`src/rtl/instruction_fetch_pkg.sv`:
```
// Shared definitions for the fetch stage: FSM state encodings, instruction
// field bit positions and the immediate-type encoding.
package instruction_fetch_pkg;

  typedef enum logic [1:0] {
    FS_IDLE  = 2'd0,
    FS_WAIT  = 2'd1,
    FS_HOLD  = 2'd2,
    FS_FAULT = 2'd3
  } fetch_state_e;

  localparam int OPCODE_HI   = 31;
  localparam int OPCODE_LO   = 26;
  localparam int IMM_TYPE_HI = 25;
  localparam int IMM_TYPE_LO = 24;
  localparam int RD_HI       = 23;
  localparam int RD_LO       = 20;
  localparam int RS_HI       = 19;
  localparam int RS_LO       = 16;
  localparam int IMM_HI      = 15;
  localparam int IMM_LO      = 0;

  localparam logic [1:0] IT_BOTTOM   = 2'b00;
  localparam logic [1:0] IT_TOP      = 2'b01;
  localparam logic [1:0] IT_UNSIGNED = 2'b10;
  localparam logic [1:0] IT_SIGNED   = 2'b11;

endpackage

```
`src/rtl/instruction_fetch.sv`:
```
// Fetch stage: reads the word at the PC, holds it for decode, pulses pc_inc.
// Define FETCH_TIMEOUT_EN to add a sticky fault when memory never answers.
//
// state    | meaning
// ---------+-----------------------------------------------------------
// FS_IDLE  | no request outstanding, instruction register empty
// FS_WAIT  | mem_read asserted, waiting for mem_ready (maybe discarding)
// FS_HOLD  | instruction valid, waiting for decode to take it
// FS_FAULT | memory timed out; left only by reset
module instruction_fetch #(
  parameter int TIMEOUT_CYCLES = 16
) (
  input  logic        clock,
  input  logic        reset,
  input  logic        run,
  input  logic        flush,
  input  logic [31:0] pc_value,
  output logic        pc_inc,
  output logic [31:0] mem_address,
  output logic        mem_read,
  input  logic        mem_ready,
  input  logic [31:0] mem_data_in,
  output logic        instr_valid,
  input  logic        instr_taken,
  output logic [31:0] instr,
  output logic [5:0]  opcode,
  output logic [1:0]  imm_type,
  output logic [3:0]  rd_index,
  output logic [3:0]  rs_index,
  output logic [15:0] immediate,
  output logic        fetch_fault
);
  import instruction_fetch_pkg::*;

  fetch_state_e state_q, state_d;
  logic [31:0]  addr_q, addr_d;
  logic [31:0]  instr_q, instr_d;
  logic         read_q, read_d;
  logic         valid_q, valid_d;
  logic         pc_inc_q, pc_inc_d;
  logic         discard_q, discard_d;

`ifdef FETCH_TIMEOUT_EN
  localparam int CNT_W = $clog2(TIMEOUT_CYCLES + 1);
  logic [CNT_W-1:0] cnt_q, cnt_d;
  logic             fault_q, fault_d;
`endif

  always_comb begin
    state_d   = state_q;
    addr_d    = addr_q;
    instr_d   = instr_q;
    read_d    = read_q;
    valid_d   = valid_q;
    pc_inc_d  = 1'b0;
    discard_d = discard_q;
`ifdef FETCH_TIMEOUT_EN
    cnt_d     = '0;
    fault_d   = fault_q;
`endif
    case (state_q)
      FS_IDLE: begin
        if (run && !flush) begin
          addr_d  = pc_value;
          read_d  = 1'b1;
          state_d = FS_WAIT;
        end
      end
      FS_WAIT: begin
        if (mem_ready) begin
          read_d    = 1'b0;
          discard_d = 1'b0;
          if (discard_q || flush) begin
            state_d = FS_IDLE;
          end else begin
            instr_d  = mem_data_in;
            valid_d  = 1'b1;
            pc_inc_d = 1'b1;
            state_d  = FS_HOLD;
          end
        end else begin
          // A flushed request stays on the bus until memory answers, then is dropped.
          if (flush) discard_d = 1'b1;
`ifdef FETCH_TIMEOUT_EN
          cnt_d = cnt_q + 1'b1;
          if (cnt_q == CNT_W'(TIMEOUT_CYCLES - 1)) begin
            read_d    = 1'b0;
            fault_d   = 1'b1;
            discard_d = 1'b0;
            state_d   = FS_FAULT;
          end
`endif
        end
      end
      FS_HOLD: begin
        if (flush) begin
          valid_d = 1'b0;
          state_d = FS_IDLE;
        end else if (instr_taken) begin
          valid_d = 1'b0;
          if (run) begin
            addr_d  = pc_value;
            read_d  = 1'b1;
            state_d = FS_WAIT;
          end else begin
            state_d = FS_IDLE;
          end
        end
      end
      FS_FAULT: ;
      default: state_d = FS_IDLE;
    endcase
  end

  always_ff @(posedge clock) begin
    if (!reset) begin
      state_q   <= FS_IDLE;
      addr_q    <= '0;
      instr_q   <= '0;
      read_q    <= 1'b0;
      valid_q   <= 1'b0;
      pc_inc_q  <= 1'b0;
      discard_q <= 1'b0;
`ifdef FETCH_TIMEOUT_EN
      cnt_q     <= '0;
      fault_q   <= 1'b0;
`endif
    end else begin
      state_q   <= state_d;
      addr_q    <= addr_d;
      instr_q   <= instr_d;
      read_q    <= read_d;
      valid_q   <= valid_d;
      pc_inc_q  <= pc_inc_d;
      discard_q <= discard_d;
`ifdef FETCH_TIMEOUT_EN
      cnt_q     <= cnt_d;
      fault_q   <= fault_d;
`endif
    end
  end

`ifdef FETCH_TIMEOUT_EN
  assign fetch_fault = fault_q;
`else
  assign fetch_fault = 1'b0;
  // The timeout length has no effect when the counter is not built.
  logic unused_timeout;
  assign unused_timeout = (TIMEOUT_CYCLES != 0);
`endif

  assign pc_inc      = pc_inc_q;
  assign mem_address = addr_q;
  assign mem_read    = read_q;
  assign instr_valid = valid_q;
  assign instr       = instr_q;
  assign opcode      = instr_q[OPCODE_HI:OPCODE_LO];
  assign imm_type    = instr_q[IMM_TYPE_HI:IMM_TYPE_LO];
  assign rd_index    = instr_q[RD_HI:RD_LO];
  assign rs_index    = instr_q[RS_HI:RS_LO];
  assign immediate   = instr_q[IMM_HI:IMM_LO];

endmodule

```
`config.mk`:
```
export PLATFORM = sky130hd
export DESIGN_NAME = instruction_fetch
export DESIGN_NICKNAME = d
export VERILOG_FILES = /design/src/rtl/instruction_fetch_pkg.sv /design/src/rtl/instruction_fetch.sv
export SDC_FILE = /design/constraint.sdc
export NUM_CORES = 1
export LEC_CHECK = 0
export CORE_AREA = 5 5 67 129
export CTS_CLUSTER_SIZE = 30
export DETAILED_ROUTE_END_ITERATION = 10
export DIE_AREA = 0 0 72 134
export GPL_TIMING_DRIVEN = 0
export PLACE_DENSITY = 0.82
export SKIP_LAST_GASP = 1
export SLEW_MARGIN = 20
export SYNTH_ARGS = -nofsm -noshare
export SYNTH_HDL_FRONTEND = slang
export SYNTH_SLANG_ARGS = --single-unit
export TNS_END_PERCENT = 10
```
`constraint.sdc`:
```
create_clock -name clock -period 2.8 [get_ports clock]
set_clock_uncertainty 0.1 [all_clocks]
set_input_delay 0.42 -clock clock [delete_from_list [all_inputs] [get_ports clock]]
set_output_delay 0.42 -clock clock [all_outputs]
set_load 0.01 [all_outputs]
```
==> images/floorplan.png <==
Scale: 4 px per µm. Pins as bars on the die edge. Tap cells in grey.
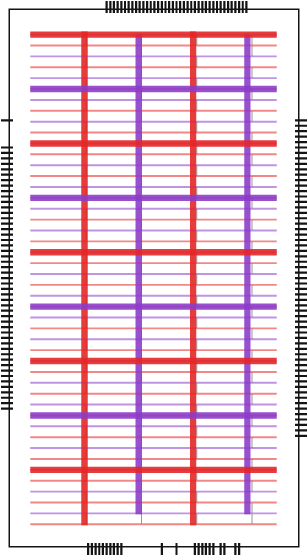
- red: VSS
- purple: VDD
- met1 rails: 46
- met4 straps: 4
- met5 straps: 9
- rows: 45

==> images/class_map.png <==
Scale: 4 px per µm. Fill, decap, tap and diode cells in grey.
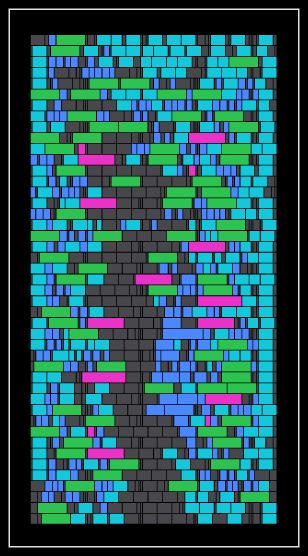
- blue: remaining logic cells (cells 233)
- cyan: remaining buffers and delay cells (cells 224)
- green: sequential cells (cells 70)
- magenta: clock drivers and dummy loads (cells 15)
Final Cell Area: 5031 µm²
Placement Rows: 45
final design utilization: 66.68%

==> images/clock_wires.png <==
Scale: 4 px per µm.
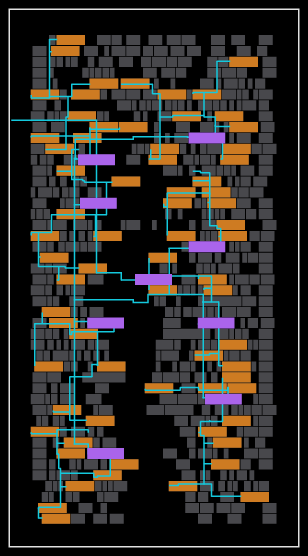
- orange: flip-flops (count 70)
- purple: clock-net drivers (count 9)
- cyan: clock wires (length 879 µm)
- flops lie: all over the die
- routed clock nets: 10

[synth_stat cells, drive strengths merged]
| master | n | area, µm² |
|---|---|---|
| o22ai | 1 | 20.02 |
| clkbuf | 13 | 52.55 |
| nand4 | 1 | 6.260 |
| a2111oi | 1 | 27.53 |
| mux2i | 1 | 10.01 |
| a311oi | 2 | 17.52 |
| o21ai | 32 | 160.2 |
| nor2b | 2 | 12.51 |
| nor3 | 1 | 10.01 |
| a211oi | 2 | 15.01 |
| a21oi | 37 | 185.2 |
| dfxtp | 70 | 1401 |
| nor2 | 5 | 18.77 |
| nand4bb | 1 | 11.26 |
| buf | 43 | 316.5 |
| nand3 | 33 | 165.2 |
| ha | 5 | 62.56 |
| nor3b | 1 | 7.510 |
| nand2b | 3 | 26.27 |
| inv | 3 | 11.26 |
| nand2 | 100 | 375.4 |
| mux2 | 1 | 11.26 |
| conb | 1 | 3.750 |
[per-stage QoR]
stage          hold slack, ps  std cells  worst slack, ps
2_1_floorplan           372.6        359             1103
3_3_place_gp            336.9        621            519.0
3_5_place_dp            343.8        621            445.6
4_1_cts                 351.4        636            742.3
5_1_grt                 361.7        636            632.0
6_report                346.7        636            760.8
[registers in the layout, indices dropped and copies added (netlist names)]
name         count
instr           32
pc_inc           1
mem_read         1
state_q          2
discard_q        1
mem_address     32
instr_valid      1
[how the worst min path moves through the flow]
stage / end / slack (ps) / cells past startpoint
after CTS: mem_address[18]$_SDFFE_PN0P_ / 350 / 2
after floorplan: mem_address[17]$_SDFFE_PN0P_ / 370 / 2
final: mem_address[18]$_SDFFE_PN0P_ / 350 / 2
after global placement: mem_address[18]$_SDFFE_PN0P_ / 340 / 2
after detailed placement: mem_address[18]$_SDFFE_PN0P_ / 340 / 2
after global routing: mem_address[18]$_SDFFE_PN0P_ / 360 / 2
==> flow_summary.yaml <==
# yosys + openroad results
outcome:
  status: "complete, no violations"
critical_path:
  cp_data_arrival_time_ps: 2140
  r2r_end: "mem_address[16]$_SDFFE_PN0P_"
  crit_path_top_delay_cell: "sky130_fd_sc_hd__dfxtp_1"
  cpPeakStageDelay_ps: 380
  worst-path-buf-inv: 2
  worstSetupPathType: "flop to flop"
  cells_along_the_critical_path: "inv_1, ha_1, nand4bb_1, o22ai_4, clkbuf_2, o21ai_0"
  worst_r2r_startpoint: "state_q[0]$_SDFFE_PN0P_"
  ff2ff_path_depth: 6
finish:
  area_share_nonclk_buffers_pct: 40.76
  buffers: 224
  clkCellAreaFrac_pct: 6.043
  nFillCells: 642
  multi_input_logic_portion_of_the_cell_area_pct: 22.78
  layout.non_clock_inverters: 3
  clock_buffers: 10
  seq-cell-share_pct: 27.85
  most_frequent_logic_cell_in_the_layout: "sky130_fd_sc_hd__clkdlybuf4s50_1"
  number_of_logic_gates: 230
drt:
  postRouteAntennaNets: 0
  drt_pre_antenna_iters: 4
  drt_iter0_markers: 148
  avgRoutedWirePerCell_um: 14.88
  detailroute.via_count: 3082
  wirelength_met1_um: 2933
  via_per_inst: 4.846
clocking:
  clockBufferDepth: 2
  cts_setup_buffers: 0
  cts_clock_pin_slew_for_the_worst_setup_and_hold_paths_ps: 50
  latency_at_later_pin_ps: 330
synthesis:
  synth.net_count: 434
  synth_xor_xnor_area_share_pct: 0
  dominant_combinational_family: "simple AND/OR/NAND/NOR gates"
  synth_area_per_cell_um2: 8.155
  synth-warning-count: 0
  mux_share_pct: 0.7265
  seq_area_frac_synth_pct: 47.86
  synth_cell_types: 29
  post_synth_and_or_nand_nor_area_fraction_pct: 21.62
pwr:
  comb_power_uw: 482
  largestPowerGroup: "the clock network"
  power_switching_share_pct: 23.52
  max-vdd-ir-drop_mv: 0.3715
  cellInternalPower_uw: 2096
  clock_power_uw: 1170
  power-per-cell-area_nw_per_um2: 544.6
final_timing:
  fmax_ghz: 0.4904
  fin_tns_setup_ps: 0
  relSlewSlack_pct: 64.44
  maxSlewViolCount: 0
  final-hold-violation-count: 0
  rsz_0062_raised_after_global_routing: "false"
global_routing:
  antenna_violations_before_repair: 0
  grt_total_usage_pct: 19.74
  grt_remaining_overflow: 0
  grt_first_pass_wirelength_um: 14800
  gr-usage-met3_pct: 7.427
  most_used_routing_layer: "met2"
worst_hold_path:
  hp_class: "flop to flop"
  worst_hold_startpoint: "mem_address[18]$_SDFFE_PN0P_"
placed_design:
  input_output_buffers: 168
  gpl_wtd_cong: 0.7934
  dp_hpwl_um: 7550
flow_run:
  number_of_max_capacitance_violations_reported: 0
floorplan:
  design.core.area_um2: 7545
No activity file was given, so power comes from the tool's default toggle rates.
